--- config.mk ---
export PLATFORM = sky130hd
export DESIGN_NAME = kbd_paddle_ctrl
export DESIGN_NICKNAME = d
export VERILOG_FILES = /design/src/rtl/kbd_codes_pkg.sv /design/src/rtl/paddle_axis.sv /design/src/rtl/kbd_paddle_ctrl.sv
export SDC_FILE = /design/constraint.sdc
export NUM_CORES = 1
export LEC_CHECK = 0
export CORE_ASPECT_RATIO = 1.4
export CORE_MARGIN = 2
export CORE_UTILIZATION = 55
export DETAILED_ROUTE_END_ITERATION = 8
export MAX_ROUTING_LAYER = met4
export PLACE_DENSITY_LB_ADDON = 0.05
export SYNTH_ARGS = -nofsm -noshare
export SYNTH_HDL_FRONTEND = slang
export SYNTH_SLANG_ARGS = --single-unit
--- constraint.sdc ---
create_clock -name clk -period 5.3 [get_ports clk]
set_input_delay 1.06 -clock clk [delete_from_list [all_inputs] [get_ports clk]]
set_output_delay 1.06 -clock clk [all_outputs]
set_load 0.05 [all_outputs]
--- src/rtl/kbd_codes_pkg.sv ---
// Shared key-code constants and handshake state encodings for the keyboard path.
// The keyboard core's output mapping uses these same codes.
package kbd_codes_pkg;

    localparam logic [7:0] KEY_W     = 8'h77;
    localparam logic [7:0] KEY_S     = 8'h73;
    localparam logic [7:0] KEY_UP    = 8'h92;
    localparam logic [7:0] KEY_DN    = 8'h93;
    localparam logic [7:0] KEY_SPACE = 8'h20;
    localparam logic [7:0] KEY_P     = 8'h70;
    localparam logic [7:0] KEY_ESC   = 8'h1B;

    // Bit positions inside key_held = {p2_dn, p2_up, p1_dn, p1_up}
    localparam int KH_P1_UP = 0;
    localparam int KH_P1_DN = 1;
    localparam int KH_P2_UP = 2;
    localparam int KH_P2_DN = 3;

    typedef enum logic [1:0] {
        S_IDLE = 2'd0,
        S_ACK  = 2'd1,
        S_WAIT = 2'd2
    } hs_state_t;

endpackage

--- src/rtl/paddle_axis.sv ---
// One paddle position register: clamped step up/down on tick, recenter override.
module paddle_axis #(
    parameter int POS_W       = 10,
    parameter int PADDLE_MAX  = 400,
    parameter int PADDLE_INIT = 200,
    parameter int PADDLE_STEP = 4
) (
    input  logic             clk,
    input  logic             rst,
    input  logic             tick,
    input  logic             enable,
    input  logic             recenter,
    input  logic             up,
    input  logic             dn,
    output logic [POS_W-1:0] pos
);

    localparam logic [POS_W:0]   STEP_X = (POS_W+1)'(PADDLE_STEP);
    localparam logic [POS_W:0]   MAX_X  = (POS_W+1)'(PADDLE_MAX);
    localparam logic [POS_W-1:0] INIT   = POS_W'(PADDLE_INIT);

    logic [POS_W:0]   pos_x;
    logic [POS_W-1:0] pos_next;

    // One spare bit keeps pos + STEP from wrapping before the clamp compare.
    // NOTE: every always_comb output gets a default first so no path can infer a latch.
    always_comb begin
        pos_x    = {1'b0, pos};
        pos_next = pos;
        if (up && !dn) begin
            pos_next = POS_W'((pos_x < STEP_X) ? '0 : pos_x - STEP_X);
        end else if (dn && !up) begin
            pos_next = POS_W'((pos_x > MAX_X - STEP_X) ? MAX_X : pos_x + STEP_X);
        end
    end

    // NOTE: sequential state uses non-blocking assignments only.
    always_ff @(posedge clk or posedge rst) begin
        if (rst) begin
            pos <= INIT;
        end else if (recenter) begin
            pos <= INIT;
        end else if (tick && enable) begin
            pos <= pos_next;
        end
    end

endmodule

--- src/rtl/kbd_paddle_ctrl.sv ---
// Consumes the decoded PS/2 key stream, tracks held game keys and drives
// two clamped paddle positions plus serve/pause controls.
module kbd_paddle_ctrl #(
    parameter int TICK_DIV    = 250000,
    parameter int POS_W       = 10,
    parameter int PADDLE_MAX  = 400,
    parameter int PADDLE_INIT = 200,
    parameter int PADDLE_STEP = 4
) (
    input  logic             clk,
    input  logic             rst,
    input  logic [7:0]       scancode,
    input  logic             data_ready,
    input  logic             released,
    input  logic             err_ind,
    output logic             read,
    input  logic             enable,
    input  logic             recenter,
    output logic [3:0]       key_held,
    output logic [POS_W-1:0] p1_pos,
    output logic [POS_W-1:0] p2_pos,
    output logic             serve,
    output logic             paused,
    output logic [7:0]       err_cnt
);

    import kbd_codes_pkg::*;

    localparam int CNT_W = (TICK_DIV > 2) ? $clog2(TICK_DIV) : 1;

    hs_state_t        state, state_next;
    logic [7:0]       code_q;
    logic             rel_q;
    logic             err_q;
    logic             space_held;
    logic             pause_held;
    logic [CNT_W-1:0] tick_cnt;
    logic             tick;

    always_ff @(posedge clk or posedge rst) begin
        if (rst) state <= S_IDLE;
        else     state <= state_next;
    end

    // S_WAIT holds off until data_ready drops so one code is never read twice.
    always_comb begin
        state_next = state;
        case (state)
            S_IDLE:  if (data_ready) state_next = S_ACK;
            S_ACK:   state_next = S_WAIT;
            S_WAIT:  if (!data_ready) state_next = S_IDLE;
            default: state_next = S_IDLE;
        endcase
    end

    always_ff @(posedge clk or posedge rst) begin
        if (rst) begin
            code_q <= '0;
            rel_q  <= 1'b0;
            err_q  <= 1'b0;
            read   <= 1'b0;
        end else begin
            read <= (state == S_ACK);
            if (state == S_IDLE && data_ready) begin
                code_q <= scancode;
                rel_q  <= released;
                err_q  <= err_ind;
            end
        end
    end

    // Press-edge detection on space and pause suppresses typematic repeats.
    always_ff @(posedge clk or posedge rst) begin
        if (rst) begin
            key_held   <= '0;
            space_held <= 1'b0;
            pause_held <= 1'b0;
            serve      <= 1'b0;
            paused     <= 1'b0;
            err_cnt    <= '0;
        end else begin
            serve <= 1'b0;
            if (state == S_ACK) begin
                if (err_q) begin
                    if (err_cnt != 8'hFF) err_cnt <= err_cnt + 8'd1;
                end else begin
                    case (code_q)
                        KEY_W:  key_held[KH_P1_UP] <= !rel_q;
                        KEY_S:  key_held[KH_P1_DN] <= !rel_q;
                        KEY_UP: key_held[KH_P2_UP] <= !rel_q;
                        KEY_DN: key_held[KH_P2_DN] <= !rel_q;
                        KEY_SPACE: begin
                            if (!rel_q && !space_held) serve <= 1'b1;
                            space_held <= !rel_q;
                        end
                        KEY_P, KEY_ESC: begin
                            if (!rel_q && !pause_held) paused <= !paused;
                            pause_held <= !rel_q;
                        end
                        default: ;
                    endcase
                end
            end
        end
    end

    assign tick = (tick_cnt == CNT_W'(TICK_DIV - 1));

    always_ff @(posedge clk or posedge rst) begin
        if (rst)       tick_cnt <= '0;
        else if (tick) tick_cnt <= '0;
        else           tick_cnt <= tick_cnt + CNT_W'(1);
    end

    paddle_axis #(
        .POS_W       (POS_W),
        .PADDLE_MAX  (PADDLE_MAX),
        .PADDLE_INIT (PADDLE_INIT),
        .PADDLE_STEP (PADDLE_STEP)
    ) u_p1 (
        .clk      (clk),
        .rst      (rst),
        .tick     (tick),
        .enable   (enable),
        .recenter (recenter),
        .up       (key_held[KH_P1_UP]),
        .dn       (key_held[KH_P1_DN]),
        .pos      (p1_pos)
    );

    paddle_axis #(
        .POS_W       (POS_W),
        .PADDLE_MAX  (PADDLE_MAX),
        .PADDLE_INIT (PADDLE_INIT),
        .PADDLE_STEP (PADDLE_STEP)
    ) u_p2 (
        .clk      (clk),
        .rst      (rst),
        .tick     (tick),
        .enable   (enable),
        .recenter (recenter),
        .up       (key_held[KH_P2_UP]),
        .dn       (key_held[KH_P2_DN]),
        .pos      (p2_pos)
    );

endmodule

==> run notes, run 1 <==
The synthesis and place-and-route flow finished, so here is a summary.

The simple-gate share of the synthesized area came out at 0.244. By area the synthesized netlist is led by sky130_fd_sc_hd__dfrtp_1 40%, sky130_fd_sc_hd__dfstp_2 4.4%, sky130_fd_sc_hd__nand2_1 3.8%. The share of final layout cell area taken by non-clock buffers is 0.110. The required time of the worst setup path is around 4.2 ns. The transition time at the pin with the least slew margin came out at 0.804 ns. The final-stage net count is ~440. The total tool warning count came out at 30.

The chip area from the yosys synthesis statistics is 3600 um2. The detail route stage leaves a number of antenna-violating nets equal to 0. The total of hold buffers inserted after clock tree synthesis is 0.

The final max-slew violation count recorded for this run is 0. The count of warnings emitted by yosys came out at 0. Per the layout area report, the combinational fraction of cell area is 0.437. Clock-pin slew was measured on the worst setup and hold paths at 0.07 ns. The worst hold margin came out at 0.434 ns.

Setup repair after global routing left no endpoint under its margin. Looking at the clock tree report, the root buffer type is sky130_fd_sc_hd__clkbuf_8. Post-synth the commonest register cell is sky130_fd_sc_hd__dfrtp_1. Counting endpoints that fail hold in the final report gives 0.

The count of buffers from port buffering is 45. The critical path depth is 1. The floorplan core density is 0.572. For reference, the placement row count at floorplan is 34. The number of cells in Yosys stat came out at 379.

The area of the core is 6300 um2. The flow ran to the end, and the final reports show no timing, DRC or antenna violations. The count of distinct cell types in the synthesized netlist is 64. Per the OpenROAD floorplan log, the height of the die is 99.8 um. The share of post-route cells with drive strength above 1 is 0.0929. The register cell area after layout came out at 1580 um2. The fraction of synthesized cell area taken by the top area cell type came out at 0.396.

Per the layout report, the design carries 47 non-clock buffers. The area fraction in compound gates is 0.132. For this floorplan the total number of well-tap instances is 72. The level count of the clock H-tree came out at 3.

Of the synthesized area, sequential elements account for 0.440. The highest clock rate this design can be run at is 346 MHz. The master of the slowest instance on the critical path is sky130_fd_sc_hd__clkdlybuf4s50_1.

For reference, the critical path cell chain is clkdlybuf4s50_1. The maximum number of buffers from clock root to sink is 2. The average instance area after synthesis is 9.50 um2. The XOR/XNOR share of the synthesized area came out at 0.0584.

The adder and majority gate portion of the synthesized area came out at 0.0278. The report gives the cell count of the worst hold path as 1. The worst slew margin relative to its limit came out at 0.459. Per the power-grid run, VDD falls by no more than 0.299 mV. The largest clock skew in the final design is 0.00792 ns. The total routed wirelength is 7450 um.

The number of antenna violations at the first check in global routing came to 0. The timing report attributes the biggest portion of critical-path delay to buffers and inverters. The remaining global-route overflow is 0. The source of the worst register-to-register timing path is u_p2.pos[2]. The final standard cell utilization of the core came out at 0.670. The cell class with the largest area share is logic gates. The total die size came out at 7220 um2. The fraction of area in clock buffers and inverters came out at 0.0415.

The first global-routing pass estimated 12800 um of wire. The floorplan step set the die width to ~72 um. Per the placement report, the placed cell count is 476.

The overall global routing resource usage is 0.231. The share of cell area taken by flip-flops and latches came out at 0.376. The delay of the slowest critical-path stage is approximately 0.84 ns. The final layout report lists a non-clock inverter count of 16. The maximum fanout count along the critical path came out at 14. The number of primary I/O pins is roughly 50. The layout report lists the multi-input gate area as 1840 um2. The via density per instance is around 6.0. The buffering stage count on the worst path with inverters included came out at 1. The initial DRC count is 223.

The cell count of the worst reg-to-reg path came out at 7. The leakage component of the power was reported as 1.78 nW. For this run the detailed placement stage logged an HPWL of 5370 um. The count of fill cells added during filler insertion is 516. The minimum clock period came out at roughly 2.9 ns. The setup fix buffers added after clock tree synthesis is 0. The count of flip-flops and latches came out at 63.

The gate count of the mapped netlist came out at 379. The count of instances resized after the clock tree is built is 0. The weighted congestion reported at the end of routability-driven placement is 0.881.

The endpoint type of the worst setup path is a primary output. The number of CTS-inserted buffers came out at 9. For reference, the mux area share after synthesis is 0.0452. Clock latency on the worst-skew pair, taken at its later pin, is about 0.34 ns. The OpenROAD report gives the critical path a data arrival time of between 1.5 and 2 ns. The number of enable-type register cells in the synthesized netlist is 0. The count of maximum capacitance violations came out at 0. Among the non-sequential cells, simple AND/OR/NAND/NOR gates take the most area.

The overall power consumption came out at 1.39 mW. The number of DRC violations after detailed routing is 0. In the finished design, the share of the clock period the worst path needs comes to 0.546.

The final tally of setup violations came out at 0.
## run 1: state kept, by name (all words and copies together) (netlist names), 2 cells and up
register	flops
state	2
tick_cnt	18
err_cnt	8
u_p2.pos	8
key_held	4
u_p1.pos	8
code_q	8
## run 1: kinds of logic after synthesis
group           count (synthesis)
flops                          63
simple gates                  158
mux                            15
buf+inv                        41
fa+ha+maj                       8
xor+xnor                       24
other cells                     1
compound gates                 69
## run 1: power breakdown
| group | switching, mW | internal (mW) |
|---|---|---|
| Clock | 0.184 | 0.181 |
| Sequential | 0.101 | 0.557 |
| Combinational | 0.216 | 0.156 |
## run 1: placed cells by master (no fill, tap or decap), drive strengths merged, types with 6 or more instances in the layout
cell type / n
nor4: 8
nand3: 17
dfrtp: 57
nor4b: 6
dfstp: 6
inv: 16
nor3: 13
nand2b: 9
xor2: 9
mux2: 10
and3: 7
a31oi: 7
a21oi: 11
ha: 8
clkbuf: 11
o21ai: 15
xnor2: 15
nor2: 21
clkdlybuf4s50: 45
nand2: 36
nand4: 6
## run 1: layer usage
metal | track usage | vias up | part of all wire
li1 | - | 1446 | -
met1 | 0.282 | 1404 | 0.44
met2 | 0.365 | 77 | 0.50
met3 | 0.0446 | 20 | 0.033
met4 | 0.114 | 0 | 0.030
met5 | - | - | 0
## run 1: cell usage after synthesis (6+ instances only)
library cell / number
sky130_fd_sc_hd__nor3_1: 12
sky130_fd_sc_hd__a31oi_1: 7
sky130_fd_sc_hd__mux2_2: 10
sky130_fd_sc_hd__nand2_1: 36
sky130_fd_sc_hd__nand2b_1: 9
sky130_fd_sc_hd__o21ai_0: 13
sky130_fd_sc_hd__nand4_1: 6
sky130_fd_sc_hd__xor2_1: 9
sky130_fd_sc_hd__a21oi_1: 11
sky130_fd_sc_hd__nor4_1: 8
sky130_fd_sc_hd__clkbuf_1: 15
sky130_fd_sc_hd__dfstp_2: 6
sky130_fd_sc_hd__inv_1: 16
sky130_fd_sc_hd__buf_4: 8
sky130_fd_sc_hd__nor4b_1: 6
sky130_fd_sc_hd__dfrtp_1: 57
sky130_fd_sc_hd__ha_1: 8
sky130_fd_sc_hd__nand3_1: 17
sky130_fd_sc_hd__nor2_1: 21
sky130_fd_sc_hd__and3_1: 7
sky130_fd_sc_hd__xnor2_1: 15
## run 1: worst register-to-register path: cells and delay by family (launching register included)
| family | cells | cell delay [ns] |
|---|---|---|
| buf+inv | 1 | 0.12 |
| fa+ha+maj | 1 | 0.22 |
| simple gates | 2 | 0.63 |
| compound gates | 3 | 1.00 |
| flops | 1 | 0.46 |
## run 1: per-stage QoR
step                cell area (um2)  worst slack [ns]
floorplan                      3610              2.68
global placement               4040              2.46
detailed placement             4040              2.44
CTS                            4220              2.40
global route                   4220              2.35
finish                         4220              2.41
## run 1: path summary, 6_finish.rpt
path / slack, ns / end
worst min register to register: 0.43 / serve
worst max register to register: 2.75 / u_p2.pos[9]
min in group asynchronous: 1.13 / err_cnt[7]
worst min-delay path: 0.43 / serve
worst max-delay path: 2.41 / p2_pos[7]
max in group asynchronous: 3.28 / u_p1.pos[7]
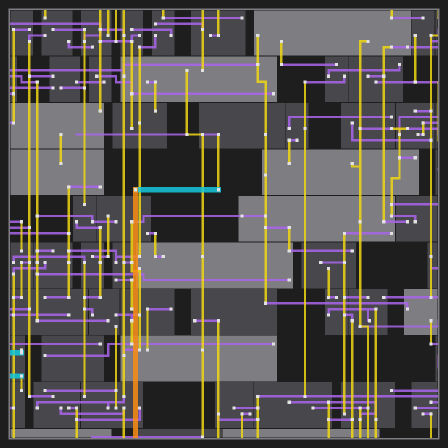
run_1/closeup.png
Window x 6 to 31, y 62 to 87 um. Cells in gray, sequential cells in the stronger gray; small squares are vias.
color	layer
orange	M4
cyan	M3
yellow	M2
purple	M1
netlist names of flops here include	err_cnt (5), tick_cnt (3)
sequential cells in the window	8
cells with their middle in the window	43
most frequent	dfrtp_1 (8), nand2_1 (6), xnor2_1 (5)

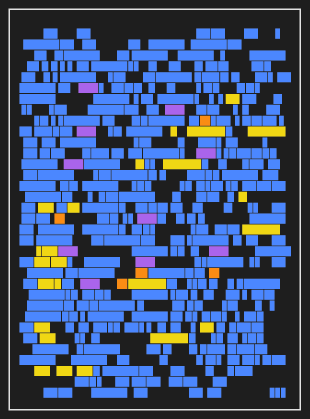
run_1/sizing.png
(4 px per um)
color	size	cells	share
orange	x3 and x4	5	1.2%
purple	x6 and larger	10	2.4%
blue	x1 and smaller	381	91%
yellow	x2	24	5.7%

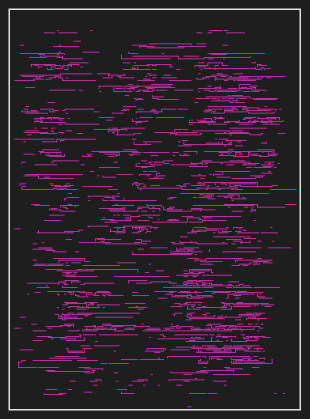
run_1/m1.png
(4 px per um)
longest straight run	22.1 um
main direction	horizontal

run_1/class_map.png
(4 px per um)
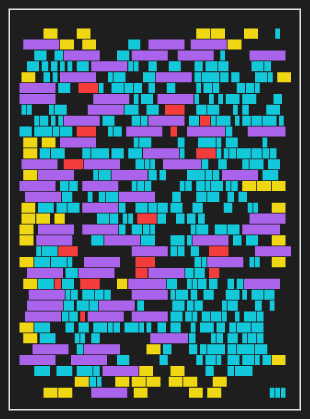

==> run 2, diff against run 1 <==
==> constraint.sdc (replaced) <==
create_clock -name clk -period 2.8 [get_ports clk]
set_input_delay 0.56 -clock clk [delete_from_list [all_inputs] [get_ports clk]]
set_output_delay 0.56 -clock clk [all_outputs]
set_load 0.05 [all_outputs]
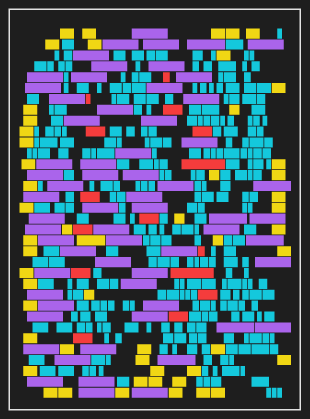
run_2/class_map.png
(4 px per um)
color	class	cells
yellow	remaining buffers and delay cells	52
red	clock drivers and dummy loads	15
cyan	remaining logic cells	294
purple	sequential cells	63

==> run 2 against run 1 <==
  * Wire length up 4.0%
  * Critical endpoint is now u_p2.pos[9]
  * Utilization up 1.4 points
  * Setup slack worse by 2.1 ns
  * Area after synthesis unchanged
  * Sequential power up 88%
  * Global-route usage up 1.3 points
  * Clock power up 130%
  * Via count up 1.6%
  * Final area up 2.0%
  * Worst hold slack better by 0.00099 ns
  * Flip-flop count unchanged
==> run notes, run 2 <==
The synthesis and place-and-route flow finished, so here is a summary.

The cell area after synthesis came out at roughly 3600 um2. The total routed wirelength came out at 7760 um (+4.0%). The clock network latency to the later pin of the worst-skew pair is 0.33 ns (about the same). The number of enable-type register cells in the synthesized netlist came out at 0 (unchanged). The setup path with the least slack is of type register to register. The count of instances resized after the clock tree is built is 0 (unchanged).

The synthesis stats list as the most numerous cell sky130_fd_sc_hd__dfrtp_1. The main area contributors are sky130_fd_sc_hd__dfrtp_1 40%, sky130_fd_sc_hd__dfstp_2 4.4%, sky130_fd_sc_hd__nand2_1 3.8%. The total of hold buffers inserted after clock tree synthesis came out at 0 (unchanged). The cell type that accounts for the most area after synthesis is sky130_fd_sc_hd__dfrtp_1. The tree is rooted in a sky130_fd_sc_hd__clkbuf_8. The final-stage net count was 443 (+1.1%). The total count of max-transition violations in the final report came to 0 (unchanged). The maximum fanout count along the critical path came out at 8 (-6). The via density per instance came out at 6.04 (+0.78%). The share of post-route cells with drive strength above 1 is 0.101 (+0.00856). The number of DRC violations after detailed routing came out at 0 (unchanged).

The flip-flop count of the largest register, all copies and words added is 18 (unchanged). The count of buffers from port buffering came out at 45 (unchanged). The highest attainable clock frequency is 401 MHz. The final hold violation count is 0 (unchanged). Counting flops per register, the top entry is tick_cnt.

The weighted congestion reported at the end of routability-driven placement came out at 0.910 (+3.4%). In the synthesized netlist the dominant register cell turns out to be sky130_fd_sc_hd__dfrtp_1. The average detailed-routed wire length per instance is 15.6 um.

The fraction of power spent switching nets came out at 0.335 (-0.0245). The maximum resistive drop on vdd was 0.506 mV (+69%). The cell-internal power is 1.87 mW (+110%). The final tally of setup violations is 0 (unchanged). CTS saw 63 sinks.

The worst slew margin relative to its limit came out at 0.543 (+0.0834). The maximum number of buffers from clock root to sink came out at 2 (unchanged). The number of cells in Yosys stat came out at 379 (unchanged). The power share of the combinational group is 0.254 (-0.012).

The number of CTS-inserted buffers is 9 (unchanged). The via count of the first global-routing pass is ~2.9k. The sequential share of power came to 0.442 (-0.030). Per the cell usage report, the commonest logic cell in the layout is sky130_fd_sc_hd__dfrtp_1.

Setup repair after global routing left no endpoint under its margin. The worst setup path is launched from a register. The largest clock skew in the final design is 0.00541 ns (-0.00252 ns). The remaining global-route overflow came out at 0 (unchanged). The worst setup path is captured at a register. TritonCTS built the clock tree. The fraction of synthesized cell area taken by the top area cell type came out at 0.396 (unchanged). The flow ran to the end, and the final reports show no timing, DRC or antenna violations. The share of the clock period used by the worst path came out at 0.890.

The iteration tally of the first detailed-router pass came out at 7. The chip area from the yosys synthesis statistics came out at 3600 um2 (unchanged). The total net switching power is 0.942 mW (+88%). The overall power consumption is 2.82 mW (+100%). The clock transition at the register clock pins on the worst setup and hold paths after CTS is 0.07 ns (about the same). The global-route wire length before repair was 13500 um (+5.6%). The gate count of the mapped netlist came to 379 (unchanged). The via count is 2994. The fraction of registers with async set or reset after synthesis came out at 1.00. For reference, the top cells by count after synthesis are 57 x sky130_fd_sc_hd__dfrtp_1, 36 x sky130_fd_sc_hd__nand2_1, 21 x sky130_fd_sc_hd__nor2_1, 17 x sky130_fd_sc_hd__nand3_1, 16 x sky130_fd_sc_hd__inv_1. The synthesis-to-finish area growth is 19.5%.

The transition time at the pin with the least slew margin came to 0.676 ns (-0.127 ns). The floorplan core density came to 0.572 (unchanged). The count of distinct cell types in the synthesized netlist came out at 64 (unchanged). In the layout the commonest cells are 57 x sky130_fd_sc_hd__dfrtp_1, 45 x sky130_fd_sc_hd__clkdlybuf4s50_1, 36 x sky130_fd_sc_hd__nand2_1. The fraction of power consumed by the clock network came out at 0.304 (+0.042). The final standard cell utilization of the core came out at 0.684 (+0.0137). The level count of the clock H-tree came to 3 (unchanged). The total die size came out at 7220 um2 (unchanged). The count of maximum capacitance violations came out at 0 (unchanged). The vertical die size is 99.8 um (unchanged).

The data arrival time of the worst path was 2.71 ns (+0.88 ns). The worst hold margin was 0.435 ns (+0.000985 ns). The number of antenna violations at the first check in global routing came to 0 (unchanged). The required time of the worst setup path is 3.02 ns (-1.22 ns). The sequential cell area fraction in the yosys report is 0.440 (unchanged).

The number of standard-cell rows in the floorplan came out at 34 (unchanged). The width of the die came out at 72.4 um (unchanged). The setup fix buffers added after clock tree synthesis came out at 0 (unchanged).

The total power per unit cell area is roughly 650 nW/um2. The count of antenna-violating nets left after detailed routing is 0 (unchanged). The average instance area after synthesis is 9.50 um2 (unchanged). The cell leakage power came out at 1.84 nW (+3.0%). The half-perimeter wire length after placement came to 5560 um (+3.4%).

STA reports the tightest min-delay check as being of type register to register. The final antenna diode tally reported by the flow is 0. The largest net degree at the start of global routing came out at 36. The synthesis stat section lists a flop and latch total of 63. The overall global routing resource usage came to 0.245 (+0.0135). In the final timing run, aggregate negative setup slack is 0 ns. The minimum clock period is 2.49 ns. The number of primary I/O pins came out at 50 (unchanged).

The area of the core was 6300 um2 (unchanged). The initial DRC count came to 185 (-17%). The total tool warning count is 30 (unchanged).

The count of warnings emitted by yosys came out at 0 (unchanged).
==> run 2: cell counts after synthesis <==
Identical to the previous run, type by type.
==> run 2: cell families after synthesis <==
| logic type | Yosys count | share of synthesized area |
|---|---|---|
| and+or+nand+nor | 158 | 0.244 |
| AOI/OAI and AO/OA | 69 | 0.132 |
| xor gates and xnor gates | 24 | 0.0584 |
| adders and majority gates | 8 | 0.0278 |
| muxes | 15 | 0.0452 |
| other | 1 | 0.00104 |
| DFF | 63 | 0.440 |
| buffers and inverters | 41 | 0.0518 |
==> run 2: metal layers <==
layer | track usage | routed length, um | up-vias
met5 | - | 0 | -
met4 | 0.121 | 191 | 0
met3 | 0.0314 | 306 | 20
met2 | 0.396 | 4030 | 94
met1 | 0.300 | 3220 | 1433
li1 | - | - | 1447
==> run 2: worst paths after layout <==
check / startpoint / slack [ns] / to / cells after the start
min in group asynchronous: rst / 0.65 / code_q[4] / 2
setup reg to reg: u_p2.pos[2] / 0.31 / u_p2.pos[9] / 7
hold reg to reg: space_held / 0.44 / serve / 1
hold / removal: space_held / 0.44 / serve / 1
setup / recovery: u_p2.pos[2] / 0.31 / u_p2.pos[9] / 7
max in group asynchronous: rst / 1.48 / u_p2.pos[3] / 3
==> run 2: layout make-up <==
type / instances / area, um2
flip-flops and latches: 63 / 1580
well taps: 72 / 90.1
clock inverters: 4 / 70.1
clock buffers: 11 / 141
multi-input cells: 278 / 1840
repair buffers: 52 / 515
fillers: 525 / 1990
inverters: 16 / 60.1
==> run 2: power groups by stage <==
stage	combinational, mW	sequential (mW)	clock [mW]
after floorplan	0.401	1.35	0
after global placement	0.706	1.25	0
after detailed placement	0.717	1.26	0
after CTS	0.720	1.24	0.875
after global routing	0.770	1.28	0.918
final	0.715	1.24	0.856
==> run 2: through the flow <==
stage / worst slack [ns] / std cells / instance area [um2]
CTS: 0.319 / 496 / 4300
finish: 0.309 / 496 / 4300
global route: 0.160 / 496 / 4300
detailed placement: 0.386 / 481 / 4090
global placement: 0.459 / 481 / 4090
floorplan: 0.331 / 382 / 3610
==> run 2: worst max-delay path, stage by stage (launching register included) <==
cell	delay (ns)
sky130_fd_sc_hd__dfrtp_1	0.46
sky130_fd_sc_hd__inv_1	0.11
sky130_fd_sc_hd__ha_1	0.22
sky130_fd_sc_hd__or4b_1	0.53
sky130_fd_sc_hd__o41a_1	0.33
sky130_fd_sc_hd__o21ai_1	0.34
sky130_fd_sc_hd__nor4b_1	0.12
sky130_fd_sc_hd__a211o_1	0.27
Power and IR drop assume default switching activity.
